[src/rtl/if_stage_pkg.sv]
// Shared constants and types for the instruction-fetch stage.
package if_stage_pkg;

   localparam int unsigned INST_ADDR_W = 32;
   localparam int unsigned INST_W      = 32;
   localparam int unsigned STALL_W     = 6;

   localparam logic [INST_W-1:0]      ZERO_WORD    = '0;
   localparam logic [INST_ADDR_W-1:0] ZERO_ADDR    = '0;
   localparam logic                   RST_ENABLE   = 1'b1;
   localparam logic                   CHIP_ENABLE  = 1'b1;
   localparam logic                   CHIP_DISABLE = 1'b0;
   localparam logic                   STOP         = 1'b1;
   localparam logic                   NO_STOP      = 1'b0;

   // Stall vector bit positions
   localparam int unsigned STALL_PC = 0;
   localparam int unsigned STALL_IF = 1;
   localparam int unsigned STALL_ID = 2;

   // Fetch enable: off while in reset, on from the first edge after release
   typedef enum logic {
      FETCH_OFF = 1'b0,
      FETCH_ON  = 1'b1
   } fetch_state_t;

endpackage : if_stage_pkg

[src/rtl/if_stage_if.sv]
// Instruction ROM bus: fetch address and chip enable out, instruction back.
interface if_stage_if;
   import if_stage_pkg::*;

   logic [INST_ADDR_W-1:0] pc_o;
   logic                   ce_o;
   logic [INST_W-1:0]      rom_inst_i;

   // Fetch stage side
   modport master (
      output pc_o,
      output ce_o,
      input  rom_inst_i
   );

   // ROM side
   modport slave (
      input  pc_o,
      input  ce_o,
      output rom_inst_i
   );

endinterface : if_stage_if

[src/rtl/if_stage_if_id.sv]
// IF/ID pipeline register with flush, bubble and hold rules.
module if_stage_if_id
   import if_stage_pkg::*;
(
   input  logic                   clk,
   input  logic                   rst,
   input  logic                   flush,
   input  logic [STALL_W-1:0]     stall,
   input  logic [INST_ADDR_W-1:0] if_pc,
   input  logic [INST_W-1:0]      if_inst,
   output logic [INST_ADDR_W-1:0] id_pc,
   output logic [INST_W-1:0]      id_inst
);

   logic unused_stall;
   assign unused_stall = ^{stall[STALL_W-1:STALL_ID+1], stall[STALL_PC]};

   // Capture fetched instruction; bubble when IF stalls but ID runs; hold when both stall
   always_ff @(posedge clk) begin
      if (rst == RST_ENABLE || flush) begin
         id_pc   <= ZERO_ADDR;
         id_inst <= ZERO_WORD;
      end else if (stall[STALL_IF] == STOP && stall[STALL_ID] == NO_STOP) begin
         id_pc   <= ZERO_ADDR;
         id_inst <= ZERO_WORD;
      end else if (stall[STALL_IF] == NO_STOP) begin
         id_pc   <= if_pc;
         id_inst <= if_inst;
      end
   end

endmodule : if_stage_if_id

[src/rtl/if_stage.sv]
// Instruction-fetch stage: PC register, ROM enable and IF/ID register.
module if_stage
   import if_stage_pkg::*;
#(
   parameter logic [INST_ADDR_W-1:0] RESET_PC = 32'h0000_0000,
   parameter logic [INST_ADDR_W-1:0] PC_INC   = 32'd4
) (
   input  logic                   clk,
   input  logic                   rst,
   input  logic [STALL_W-1:0]     stall,
   input  logic                   flush,
   input  logic [INST_ADDR_W-1:0] new_pc,
   input  logic                   branch_flag_i,
   input  logic [INST_ADDR_W-1:0] branch_target_address_i,
   if_stage_if.master             rom_bus,
   output logic [INST_ADDR_W-1:0] id_pc_o,
   output logic [INST_W-1:0]      id_inst_o
);

   fetch_state_t           state, state_next;
   logic                   ce;
   logic [INST_ADDR_W-1:0] pc;
   logic [INST_W-1:0]      if_inst;

   // Fetch-enable state register
   always_ff @(posedge clk) begin
      if (rst == RST_ENABLE) state <= FETCH_OFF;
      else                   state <= state_next;
   end

   // Next fetch state and chip enable decode
   always_comb begin
      state_next = state;
      ce         = CHIP_DISABLE;
      unique case (state)
         FETCH_OFF: state_next = FETCH_ON;
         FETCH_ON:  ce         = CHIP_ENABLE;
         default:   state_next = FETCH_OFF;
      endcase
   end

   // PC update: reset/disabled, flush, stall, branch, sequential (wraps modulo 2^32)
   always_ff @(posedge clk) begin
      if (rst == RST_ENABLE)           pc <= RESET_PC;
      else if (ce == CHIP_DISABLE)     pc <= RESET_PC;
      else if (flush)                  pc <= new_pc;
      else if (stall[STALL_PC] == STOP) pc <= pc;
      else if (branch_flag_i)          pc <= branch_target_address_i;
      else                             pc <= pc + PC_INC;
   end

   assign rom_bus.pc_o = pc;
   assign rom_bus.ce_o = ce;
   assign if_inst      = (ce == CHIP_ENABLE) ? rom_bus.rom_inst_i : ZERO_WORD;

   if_stage_if_id u_if_id (
      .clk     (clk),
      .rst     (rst),
      .flush   (flush),
      .stall   (stall),
      .if_pc   (pc),
      .if_inst (if_inst),
      .id_pc   (id_pc_o),
      .id_inst (id_inst_o)
   );

endmodule : if_stage

[src/flat_wrapper.sv]
// flat-port wrapper written by rule: the top's interface ports become plain ports
module if_stage_flat import if_stage_pkg::*;
#(
   parameter logic [INST_ADDR_W-1:0] RESET_PC = 32'h0000_0000,
   parameter logic [INST_ADDR_W-1:0] PC_INC   = 32'd4
)
  (clk, rst, stall, flush, new_pc, branch_flag_i, branch_target_address_i, id_pc_o, id_inst_o, rom_bus_pc_o, rom_bus_ce_o, rom_bus_rom_inst_i);
  if_stage_if rom_bus_i ();
  input  logic clk;
  input  logic rst;
  input  logic [STALL_W-1:0] stall;
  input  logic flush;
  input  logic [INST_ADDR_W-1:0] new_pc;
  input  logic branch_flag_i;
  input  logic [INST_ADDR_W-1:0] branch_target_address_i;
  output logic [INST_ADDR_W-1:0] id_pc_o;
  output logic [INST_W-1:0] id_inst_o;
  output wire logic [$bits(rom_bus_i.pc_o)-1:0] rom_bus_pc_o;
  output wire logic [$bits(rom_bus_i.ce_o)-1:0] rom_bus_ce_o;
  input wire logic [$bits(rom_bus_i.rom_inst_i)-1:0] rom_bus_rom_inst_i;
  assign rom_bus_pc_o = rom_bus_i.pc_o;
  assign rom_bus_ce_o = rom_bus_i.ce_o;
  assign rom_bus_i.rom_inst_i = rom_bus_rom_inst_i;
  if_stage #(.RESET_PC(RESET_PC), .PC_INC(PC_INC)) u_core (.clk(clk), .rst(rst), .stall(stall), .flush(flush), .new_pc(new_pc), .branch_flag_i(branch_flag_i), .branch_target_address_i(branch_target_address_i), .rom_bus(rom_bus_i), .id_pc_o(id_pc_o), .id_inst_o(id_inst_o));
endmodule
[config.mk]
export PLATFORM = sky130hd
export DESIGN_NAME = if_stage_flat
export DESIGN_NICKNAME = d
export VERILOG_FILES = /design/src/rtl/if_stage_pkg.sv /design/src/rtl/if_stage_if.sv /design/src/rtl/if_stage_if_id.sv /design/src/rtl/if_stage.sv /design/src/flat_wrapper.sv
export SDC_FILE = /design/constraint.sdc
export NUM_CORES = 1
export LEC_CHECK = 0
export ABC_AREA = 1
export CAP_MARGIN = 10
export CORE_ASPECT_RATIO = 0.8
export CORE_MARGIN = 5
export CORE_UTILIZATION = 40
export CTS_BUF_LIST = sky130_fd_sc_hd__clkbuf_2
export DETAILED_ROUTE_END_ITERATION = 7
export GPL_TIMING_DRIVEN = 0
export PLACE_DENSITY = 0.73
export SETUP_SLACK_MARGIN = 0.4
export SLEW_MARGIN = 20
export SYNTH_ARGS = -nofsm -noshare
export SYNTH_HDL_FRONTEND = slang
export SYNTH_HIERARCHICAL = 1
export SYNTH_SLANG_ARGS = --single-unit
[constraint.sdc]
create_clock -name clk -period 3.6 [get_ports clk]
set_input_delay 0.36 -clock clk [delete_from_list [all_inputs] [get_ports clk]]
set_output_delay 0.36 -clock clk [all_outputs]
set_load 0.05 [all_outputs]
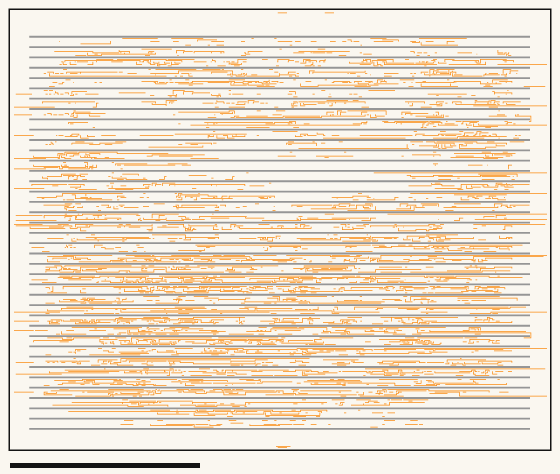
Run 1: the metal 1 layer
Scale bar: 50 microns. Supply wires on this layer in grey.
nets with wire on the layer: 1129
wire length on this layer: 8400 microns
main direction: horizontal
longest straight run: 49.7 microns
share of all routed wire: 47%

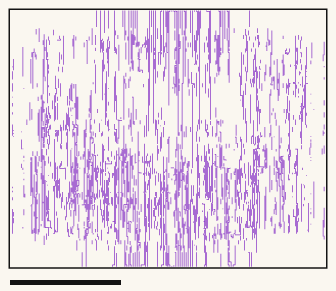
Run 1: signal wires on met2
Scale bar: 50 microns.
longest straight run: 56.3 microns
main direction: vertical
nets with wire on the layer: 909
wire length on this layer: 7660 microns
share of all routed wire: 42%

==> results.json, run 1 <==
{
  "drive_gt1_frac": 0.0709,
  "synthCells": 913,
  "post_cts_resized": 0,
  "slowest_stage": "clkdlybuf4s50_1",
  "synthTopCellsByArea": "dfxtp_1 (35%), nor2_1 (15%), inv_1 (13%)",
  "drtIter0Drc": 398,
  "area_delta_synth_final_pct": 41.4,
  "dpl.cell_count": 1292,
  "regArea_sq_um": 1940,
  "clkTransAtPathRegs_ps": 300,
  "startpoint_type": "flop",
  "hold_viol": 0,
  "end_kind": "output pin",
  "clkbuf_count": 9,
  "fp.dieW_microns": 142,
  "required_ps": 3240,
  "xor_share": 0.00469,
  "ff_count": 97,
  "clk_share": 0.0126,
  "layout.nonclk_buf_frac": 0.284,
  "nNetsFinal": 1230,
  "chipArea_sq_um": 16500,
  "setup_violations": 0,
  "yosysTopAreaCellShare": 0.347,
  "syn_avg_cell_area_sq_um": 6.14,
  "vias": 6046,
  "fp_util": 0.411,
  "post-place-ws_ps": 1370,
  "final_common_cell": "nor2_1",
  "finClkSkew_ps": 29.8,
  "post_dp_cell_area_sq_um": 7820,
  "synthAoiAreaFrac": 0.110,
  "sh_comb_area": 0.339,
  "cts_tree": "yes",
  "drc": 0,
  "wl_microns": 18000,
  "htreeDepth": 3,
  "core_area_sq_um": 13600,
  "cp_cell_sequence": "clkdlybuf4s50_1",
  "status": "finished clean",
  "stdcell_count": 1308,
  "clock.fmax_mhz": 401,
  "synth_warnings": 6,
  "largest_cell_class": "combinational gates",
  "setup_ws_ps": 1110,
  "die_h_microns": 116,
  "final_area_sq_um": 7920,
  "yosys.area.top_type": "dfxtp_1",
  "hp-class": "input port to flop",
  "period_minus_slack_ps": 2490,
  "nFillCells": 1360,
  "cts_root_buffer": "clkbuf_2",
  "hold_slack_ps": 311,
  "inverters": 190,
  "worstPathArrival_ps": 2130,
  "cp_top_family": "buffers and inverters",
  "yosys_area_sq_um": 5600,
  "grt_pass1_wl_microns": 28200,
  "p_switching_w": 0.000721,
  "most-common-layout-cells": "nor2_1 (217), clkdlybuf4s50_1 (199), inv_1 (189)",
  "worst_slew_pin_slew_ps": 581,
  "fin_tns_setup_ps": 0,
  "gp_congestion": 0.858,
  "maxSlewViolCount": 0,
  "ys_sh_simple": 0.363,
  "sh_seq_area": 0.245,
  "diodes": 0,
  "routedWlPerCell_microns": 13.8,
  "cpPeakStageDelay_ps": 890,
  "holdBufCountCts": 0,
  "p_per_area_nw_per_um2": 271,
  "via_per_inst": 4.62,
  "warnings": 29,
  "boundaryPins": 203,
  "postCtsSetupRepairBufs": 0,
  "logic_area_sq_um": 2690,
  "buffers": 241,
  "fa_ha_area_frac": 0.00223,
  "power_w": 0.00215,
  "synth_area_sq_um": 5600,
  "synth.logic.top_family": "simple AND/OR/NAND/NOR gates",
  "pwr-share-seq": 0.533,
  "cts_buffers": 9,
  "clockBufferDepth": 2,
  "worst-path-buf-inv": 1,
  "min_period_over_period": 0.693,
  "crit_type": "flop to output pin",
  "ir_drop_uv": 161,
  "mux_share": 0,
  "fp-row-count": 38,
  "ant_nets": 0,
  "ys_types": 27,
  "clk_latency_ps": 570,
  "cts_sinks": 97,
  "grt_max_degree": 18,
  "fin_util": 0.580,
  "fp_nets": 1020,
  "max_cap_viol_count": 0,
  "ys_cells": 913,
  "yosys.stat.seqShare": 0.347,
  "p_int_w": 0.00143,
  "taps": 180,
  "hpwl_microns": 13900,
  "grt_pass1_vias": 5695,
  "antenna_found_initial": 0,
  "grt_usage": 0.214,
  "timing.critical_path.fanout_max": 6,
  "power_frac_comb": 0.232,
  "relSlewSlack": 0.611,
  "p_leak_nw": 3.66,
  "swShare": 0.336,
  "io_buffers": 199,
  "dr.pass1.iters": 4,
  "rsz0062_at_grt": "no",
  "comb_cells": 584,
  "grt-ovfl-total": 0,
  "synth_flops": 97,
  "clockPowerShare": 0.235
}
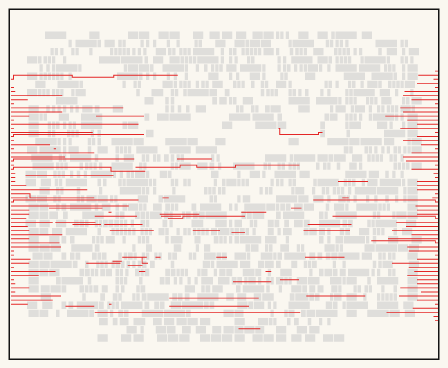
Run 1: signal wires on met3
Cells faint in the background.
main direction: horizontal
wire length on this layer: 1820 microns
share of all routed wire: 10%
nets with wire on the layer: 146

[run 1: sequential cells by signal, summed over array words and instances, names as in the netlist]
register,flops
u_core/rom_bus.pc_o,32
u_core/u_if_id/id_inst,32
u_core/u_if_id/id_pc,32
u_core/state,1
[run 1: worst paths after layout]
kind                                         startpoint                      end  slack (ps)  cells past startpoint
worst max-delay path            u_core/rom_bus.pc_o[10]         rom_bus_pc_o[10]        1110                      1
worst min-delay path                                rst             u_core/state         310                      2
worst max register to register   u_core/rom_bus.pc_o[3]  u_core/rom_bus.pc_o[24]        1870                      9
worst min register to register   u_core/rom_bus.pc_o[1]   u_core/rom_bus.pc_o[1]         570                      2
[run 1: cell usage after synthesis, drive strengths merged]
library cell and n:
a211oi 2, a21oi 30, a221oi 23, a22oi 1, a31oi 5, a41oi 1, and2 3, buf 29
clkbuf 13, dfxtp 97, ha 1, inv 190, nand2 199, nand3 38, nor2 237, o211ai 2
o21ai 30, o21bai 5, or2 4, xnor2 3
[run 1: routing by layer]
metal,GRT usage,up-vias,share of wire
li1,-,3158,-
met1,0.290,2672,0.47
met2,0.340,202,0.42
met3,0.0705,14,0.10
met4,0.0355,0,0.0090
met5,0,-,0
[run 1: power by group through the flow]
stage                     clock, W  combinational (W)  sequential [W]
after CTS                 0.000530           0.000499         0.00115
after global routing      0.000566           0.000540         0.00115
final                     0.000506           0.000498         0.00114
after detailed placement         0           0.000496         0.00116
after global placement           0           0.000493         0.00116
after floorplan                  0           0.000183         0.00124
[run 1: worst register-to-register path, cell delays in order (launching register included)]
cell and delay, ps:
dfxtp_1 500, ha_1 220, nand2_2 80, nor2_4 160, nand2_1 130, nor2_2 210
nand2_1 80, nand2_1 60, nand3_1 90, a21oi_1 150
==> run 2: changes to the inputs <==
- clock period: 3.6 -> 2.6 ns (I/O delays scaled with it)
==> run 2 against run 1 <==
Routed wire length is 0.15% higher. Synthesized area stayed put. Clock skew is 1.4 ps lower. Power is 38% higher. Register-to-register slack worse by 1000 ps. Final area is 0.36% lower. Via count is 1.0% higher. Synthesized cell count stayed put. Critical endpoint unchanged. Largest cell class unchanged. Highest routed layer unchanged.
==> results.json, run 2 <==
{
  "status": "finished clean",
  "cp_top_family": "flip-flops",
  "grt_max_degree": 18,
  "cp_cell_sequence": "dlygate4sd2_1",
  "cts_buffers": 9,
  "diodes": 0,
  "common_cells": "nor2_1 (217), inv_1 (189), nand2_1 (188), dfxtp_1 (97), nand3_1 (38)",
  "clkTransAtPathRegs_ps": 300,
  "synthAoiAreaFrac": 0.110,
  "yosysTopAreaCellShare": 0.347,
  "r2r-end": "u_core/rom_bus.pc_o[24]",
  "cpPeakStageDelay_ps": 680,
  "grt-ovfl-total": 0,
  "fp_nets": 1020,
  "htreeDepth": 3,
  "stdcell_count": 1308,
  "clock.fmax_mhz": 478,
  "end_kind": "output pin",
  "io_buffers": 199,
  "fp.dieW_microns": 142,
  "gp_congestion": 0.858,
  "synthCells": 913,
  "worstHoldEndpoint": "u_core/state",
  "finClkSkew_ps": 28.3,
  "synth.logic.top_family": "simple AND/OR/NAND/NOR gates",
  "cts_sinks": 97,
  "dr.pass1.iters": 5,
  "relSlewSlack": 0.616,
  "ys_types": 27,
  "fp_util": 0.411,
  "crit_cells": 1,
  "grt_pass1_wl_microns": 28200,
  "async_flop_share": 0,
  "area_delta_synth_final_pct": 40.8,
  "power_w": 0.00296,
  "yosys.area.top_type": "dfxtp_1",
  "worstRegToRegCells": 9,
  "chipArea_sq_um": 16500,
  "maxSlewViolCount": 0,
  "warnings": 29,
  "grt_pass1_vias": 5690,
  "p_per_area_nw_per_um2": 375,
  "ys_cells": 913,
  "min_period_over_period": 0.805,
  "wl_microns": 18100,
  "fin_tns_setup_ps": 0,
  "timing.critical_path.fanout_max": 6,
  "worst-path-buf-inv": 1,
  "clockBufferDepth": 2,
  "hold_depth": 2,
  "nNetsFinal": 1230,
  "synth_warnings": 6,
  "reg2reg_slack_ps": 870,
  "synth-edff-count": 0,
  "hold_start": "rst",
  "synth_flops": 97,
  "nFillCells": 1373,
  "synthTopCellsByArea": "dfxtp_1 (35%), nor2_1 (15%), inv_1 (13%)",
  "dpl.cell_count": 1292,
  "die_h_microns": 116,
  "p_leak_nw": 3.84,
  "fa_ha_area_frac": 0.00223,
  "startpoint_type": "flop",
  "core_area_sq_um": 13600,
  "postCtsSetupRepairBufs": 0,
  "most-common-layout-cells": "nor2_1 (217), inv_1 (189), nand2_1 (188)",
  "final_common_cell": "nor2_1",
  "startpoint": "u_core/rom_bus.pc_o[10]",
  "ant_nets": 0,
  "ff_type": "dfxtp_1",
  "synth_area_sq_um": 5600,
  "rr_startpoint": "u_core/rom_bus.pc_o[3]",
  "hold_slack_ps": 212,
  "vias": 6107,
  "slowest_stage": "dfxtp_1",
  "hp-class": "input port to flop",
  "required_ps": 2340,
  "period_minus_slack_ps": 2090,
  "holdBufCountCts": 0,
  "worstPathArrival_ps": 1830,
  "xor_share": 0.00469,
  "yosys.stat.seqShare": 0.347,
  "mux_share": 0,
  "most_common_cell": "nor2_1",
  "drc": 0,
  "yosys_area_sq_um": 5600,
  "crit_type": "flop to output pin",
  "cts_root_buffer": "clkbuf_2",
  "clk_latency_ps": 570,
  "fp-row-count": 38,
  "ir_drop_uv": 221,
  "max_cap_viol_count": 0,
  "syn_avg_cell_area_sq_um": 6.14,
  "hold_viol": 0,
  "rsz0062_at_grt": "no",
  "boundaryPins": 203,
  "setup_violations": 0,
  "cts_tree": "yes",
  "ys_sh_simple": 0.363,
  "antenna_found_initial": 0,
  "drtIter0Drc": 389,
  "critPathCapture": "rom_bus_pc_o[10]",
  "hpwl_microns": 13900,
  "drive_gt1_frac": 0.0709,
  "worst_slew_pin_slew_ps": 575,
  "via_per_inst": 4.67
}
run 2: worst reg2reg max path, stage by stage (launching register included):
cell and delay (ps):
dfxtp_1 500, ha_1 220, nand2_2 80, nor2_4 160, nand2_1 130, nor2_2 210
nand2_1 80, nand2_1 60, nand3_1 90, a21oi_1 150
run 2: cells by family after synthesis:
group | after synthesis
AND-OR/OR-AND | 99
XOR/XNOR | 3
adder cells (fa/ha/maj) | 1
buffers and inverters | 232
flip-flops | 97
AND/OR/NAND/NOR | 481
run 2: area by class of cell:
| type | count | area [sq um] | share of cell area |
|---|---|---|---|
| Multi-Input combinational cell | 584 | 2690 | 0.341 |
| Timing Repair Buffer | 199 | 1960 | 0.249 |
| Sequential cell | 97 | 1940 | 0.246 |
| Inverter | 190 | 713 | 0.0904 |
| Buffer | 42 | 259 | 0.0328 |
| Tap cell | 180 | 225 | 0.0285 |
| Clock inverter | 7 | 55.1 | 0.00698 |
| Clock buffer | 9 | 45.0 | 0.00571 |
run 2: what timing repair did:
| action | 4_1_cts | 5_1_grt |
|---|---|---|
| pin swaps | 0 | 0 |
| setup endpoints to repair | 29 | 3 |
| resized | 29 | 3 |
run 2: stage by stage:
stage               setup slack, ps  utilization  instance area, sq um
finish                          506        0.578                  7890
global route                    401        0.578                  7890
detailed placement              468        0.573                  7820
floorplan                       780            -                  5600
global placement                469        0.573                  7820
CTS                             403        0.578                  7880
run 2: power by group:
group	switching (W)	internal (W)
Combinational	0.000384	0.000292
Sequential	0.0000543	0.00153
Clock	0.000557	0.000140
run 2: routing by layer:
layer  track usage  wire, microns  part of all wire  vias to the layer above
li1              -              -                 -                     3153
met4        0.0355            163            0.0090                        0
met2         0.340           7650              0.42                      224
met1         0.290           8500              0.47                     2716
met5             0              0                 0                        -
met3        0.0697           1760             0.097                       14
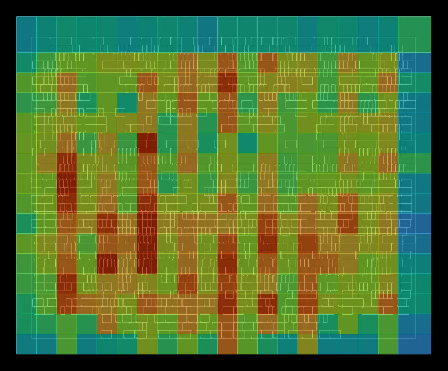
Run 2: track usage over the die
GRT Total Usage: 0.214
drt wl/cell: 13.8 microns
busiest grt layer: met2
met3 GRT Util: 0.0697

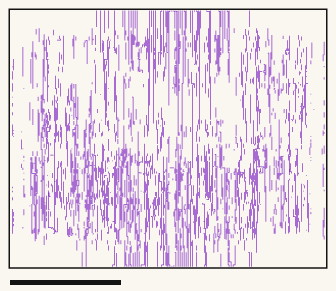
Run 2: signal wires on met2
Scale bar: 50 microns.
nets with wire on the layer: 921
longest straight run: 56.3 microns
wire length on this layer: 7650 microns
main direction: vertical
share of all routed wire: 42%

==> run 3: changes to the inputs <==
- clock period: 2.6 -> 2 ns (I/O delays scaled with it)
==> run 3 against run 2 <==
Register-to-register slack got worse by 420 ps. Count of clock-buffer cells in the layout increased by 1. Synthesized area unchanged. Highest routed layer is now met5. Setup slack got worse by 56 ps. Synthesized cell count unchanged. Flip-flop count unchanged. Largest power group unchanged. Critical endpoint is now u_core/rom_bus.pc_o[26]. Sequential power increased by about 30%.
==> results.json, run 3 <==
{
  "clock.fmax_mhz": 645,
  "syn_avg_cell_area_sq_um": 6.14,
  "routedWlPerCell_microns": 13.8,
  "ys_cells": 913,
  "setup_ws_ps": 449,
  "fp_util": 0.411,
  "warnings": 31,
  "area_delta_synth_final_pct": 36.3,
  "cts_sinks": 97,
  "max_cap_viol_count": 0,
  "required_ps": 2500,
  "maxSlewViolCount": 0,
  "end_kind": "flop",
  "cts_tree": "yes",
  "grt_busiest_layer": "met2",
  "gp_congestion": 0.899,
  "cts_root_buffer": "clkbuf_2",
  "most_common_cell": "nor2_1",
  "yosys.area.top_type": "dfxtp_1",
  "met1_length_microns": 8530,
  "diodes": 0,
  "final_common_cell": "nor2_1",
  "clkTransAtPathRegs_ps": 270,
  "fp-row-count": 38,
  "chipArea_sq_um": 16500,
  "p_int_w": 0.00266,
  "clockBufferDepth": 2,
  "wl_microns": 18100,
  "yosysTopAreaCellShare": 0.347,
  "post-place-ws_ps": -80.0,
  "core_area_sq_um": 13600,
  "synthTopCellsByArea": "dfxtp_1 (35%), nor2_1 (15%), inv_1 (13%)",
  "antenna_found_initial": 1,
  "min_period_over_period": 0.775,
  "async_flop_share": 0,
  "timing.critical_path.fanout_max": 6,
  "cp_cell_sequence": "ha_2 -> nand2_2 -> nor2_4 -> nand2_4 -> nor2_4 -> nand2_1 -> nand2_1 -> nand3_2 -> a21oi_2",
  "ir_drop_uv": 314,
  "cp_top_family": "simple AND/OR/NAND/NOR gates",
  "post_dp_cell_area_sq_um": 7830,
  "nNetsFinal": 1234,
  "fp.dieW_microns": 142,
  "met2_usage": 0.325,
  "top_layer_used": "met5",
  "worst_slew_pin_slew_ps": 550,
  "boundaryPins": 203,
  "met3_length_microns": 1780,
  "clockPowerShare": 0.252,
  "synthCells": 913,
  "hold_slack_ps": 162,
  "hold_viol": 0,
  "swShare": 0.321,
  "synth_area_sq_um": 5600,
  "period_minus_slack_ps": 1550,
  "grt_usage": 0.214,
  "hpwl_microns": 13800,
  "cts_buffers": 9,
  "hp-class": "input port to flop",
  "synth-edff-count": 0,
  "slowest_stage": "dfxtp_4",
  "p_switching_w": 0.00126,
  "dr.pass1.iters": 5,
  "clk_latency_ps": 550,
  "use_met1": 0.304,
  "stdcell_count": 1312,
  "power_frac_comb": 0.223,
  "pwr-share-seq": 0.525,
  "synth_warnings": 6,
  "grt_max_degree": 17,
  "ant_nets": 0,
  "common_cells": "nor2_1 (217), inv_1 (189), nand2_1 (188), dfxtp_1 (97), nand3_1 (38)",
  "via_per_inst": 4.67,
  "cpPeakStageDelay_ps": 420,
  "crit_type": "flop to flop",
  "die_h_microns": 116,
  "fin_tns_setup_ps": 0,
  "most-common-layout-cells": "nor2_1 (216), inv_1 (189), nand2_1 (187)",
  "drive_gt1_frac": 0.194,
  "finClkSkew_ps": 21.7,
  "rsz0062_at_grt": "yes",
  "power_w": 0.00392,
  "io_buffers": 199,
  "synth_flops": 97,
  "use_met3": 0.0606,
  "fin_util": 0.560,
  "drtIter0Drc": 312,
  "nFillCells": 1439,
  "relSlewSlack": 0.633,
  "grt_pass1_wl_microns": 28300,
  "dr_wl_met2_microns": 7560,
  "worstPathArrival_ps": 2050,
  "vias": 6125,
  "worst-path-buf-inv": 0,
  "yosys.stat.seqShare": 0.347,
  "ys_types": 27,
  "grt_pass1_vias": 5577,
  "p_per_area_nw_per_um2": 513,
  "ff_type": "dfxtp_1",
  "p_leak_nw": 3.90,
  "holdBufCountCts": 0,
  "htreeDepth": 3,
  "yosys_area_sq_um": 5600,
  "grt-ovfl-total": 0,
  "startpoint_type": "flop",
  "status": "finished clean",
  "setup_violations": 0,
  "fp_nets": 1020,
  "dpl.cell_count": 1292,
  "final_area_sq_um": 7630,
  "drc": 0
}
-- run 3: cells by family (layout without fill, tap and decap cells) --
group,after synthesis,in the layout,share of synthesized area
buffers and inverters,232,451,0.174
flip-flops,97,97,0.347
AND/OR/NAND/NOR,481,481,0.363
AND-OR/OR-AND,99,99,0.110
XOR/XNOR,3,3,0.00469
adder cells (fa/ha/maj),1,1,0.00223
-- run 3: power groups by stage --
stage	sequential (W)	clock, W	combinational, W
6_report	0.00206	0.000986	0.000872
5_1_grt	0.00207	0.00112	0.000944
4_1_cts	0.00206	0.00104	0.000866
3_5_place_dp	0.00210	0	0.000892
3_3_place_gp	0.00210	0	0.000886
2_1_floorplan	0.00224	0	0.000330
-- run 3: worst register-to-register path: stages (launching register included) --
cell     delay, ps
dfxtp_4        420
ha_2           180
nand2_2         80
nor2_4         180
nand2_4        130
nor2_4         150
nand2_1         60
nand2_1         80
nand3_2         90
a21oi_2        140
-- run 3: area by class of cell --
class	instances	area, sq um	share of cell area
multi-input combinational	584	2710	0.355
sequential	97	2000	0.262
timing repair buffer	203	1610	0.210
inverter	190	713	0.0934
buffer	42	263	0.0344
tap	180	225	0.0295
clock inverter	6	67.6	0.00885
clock buffer	10	50.0	0.00656
-- run 3: final timing paths --
path	start	endpoint	slack [ps]	cells past startpoint
min	rst	u_core/state	160	2
min reg2reg	u_core/rom_bus.pc_o[0]	u_core/rom_bus.pc_o[0]	560	2
max reg2reg	u_core/rom_bus.pc_o[3]	u_core/rom_bus.pc_o[26]	450	9
max	u_core/rom_bus.pc_o[3]	u_core/rom_bus.pc_o[26]	450	9
-- run 3: repair_timing --
action                     CTS  global route
pin swaps                    0            10
setup endpoints to repair  106           104
gates resized              397           154
setup buffers                0             4
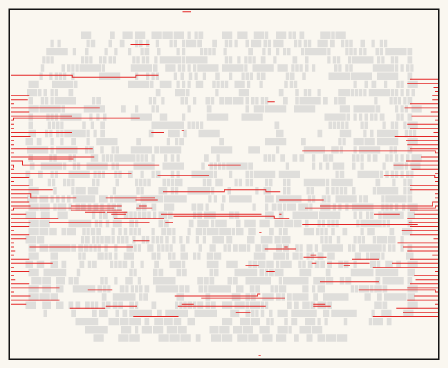
Run 3: signal wires on met3
Cells faint in the background.
wire length on this layer: 1780 microns
longest straight run: 45.3 microns
nets with wire on the layer: 149
main direction: horizontal
share of all routed wire: 9.9%

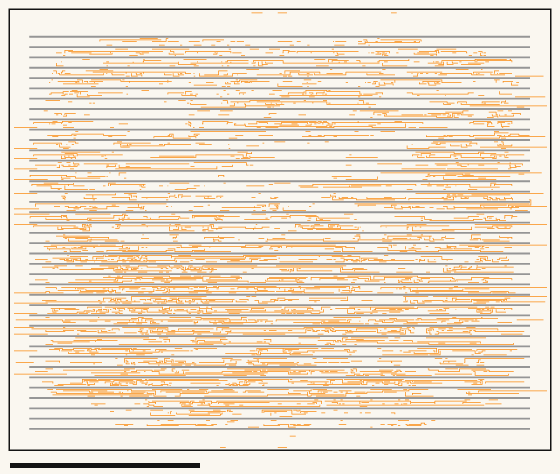
Run 3: the metal 1 layer
Scale bar: 50 microns. Supply wires on this layer in grey.
main direction: horizontal
nets with wire on the layer: 1127
wire length on this layer: 8530 microns

No activity file was given, so power comes from the tool's default toggle rates.
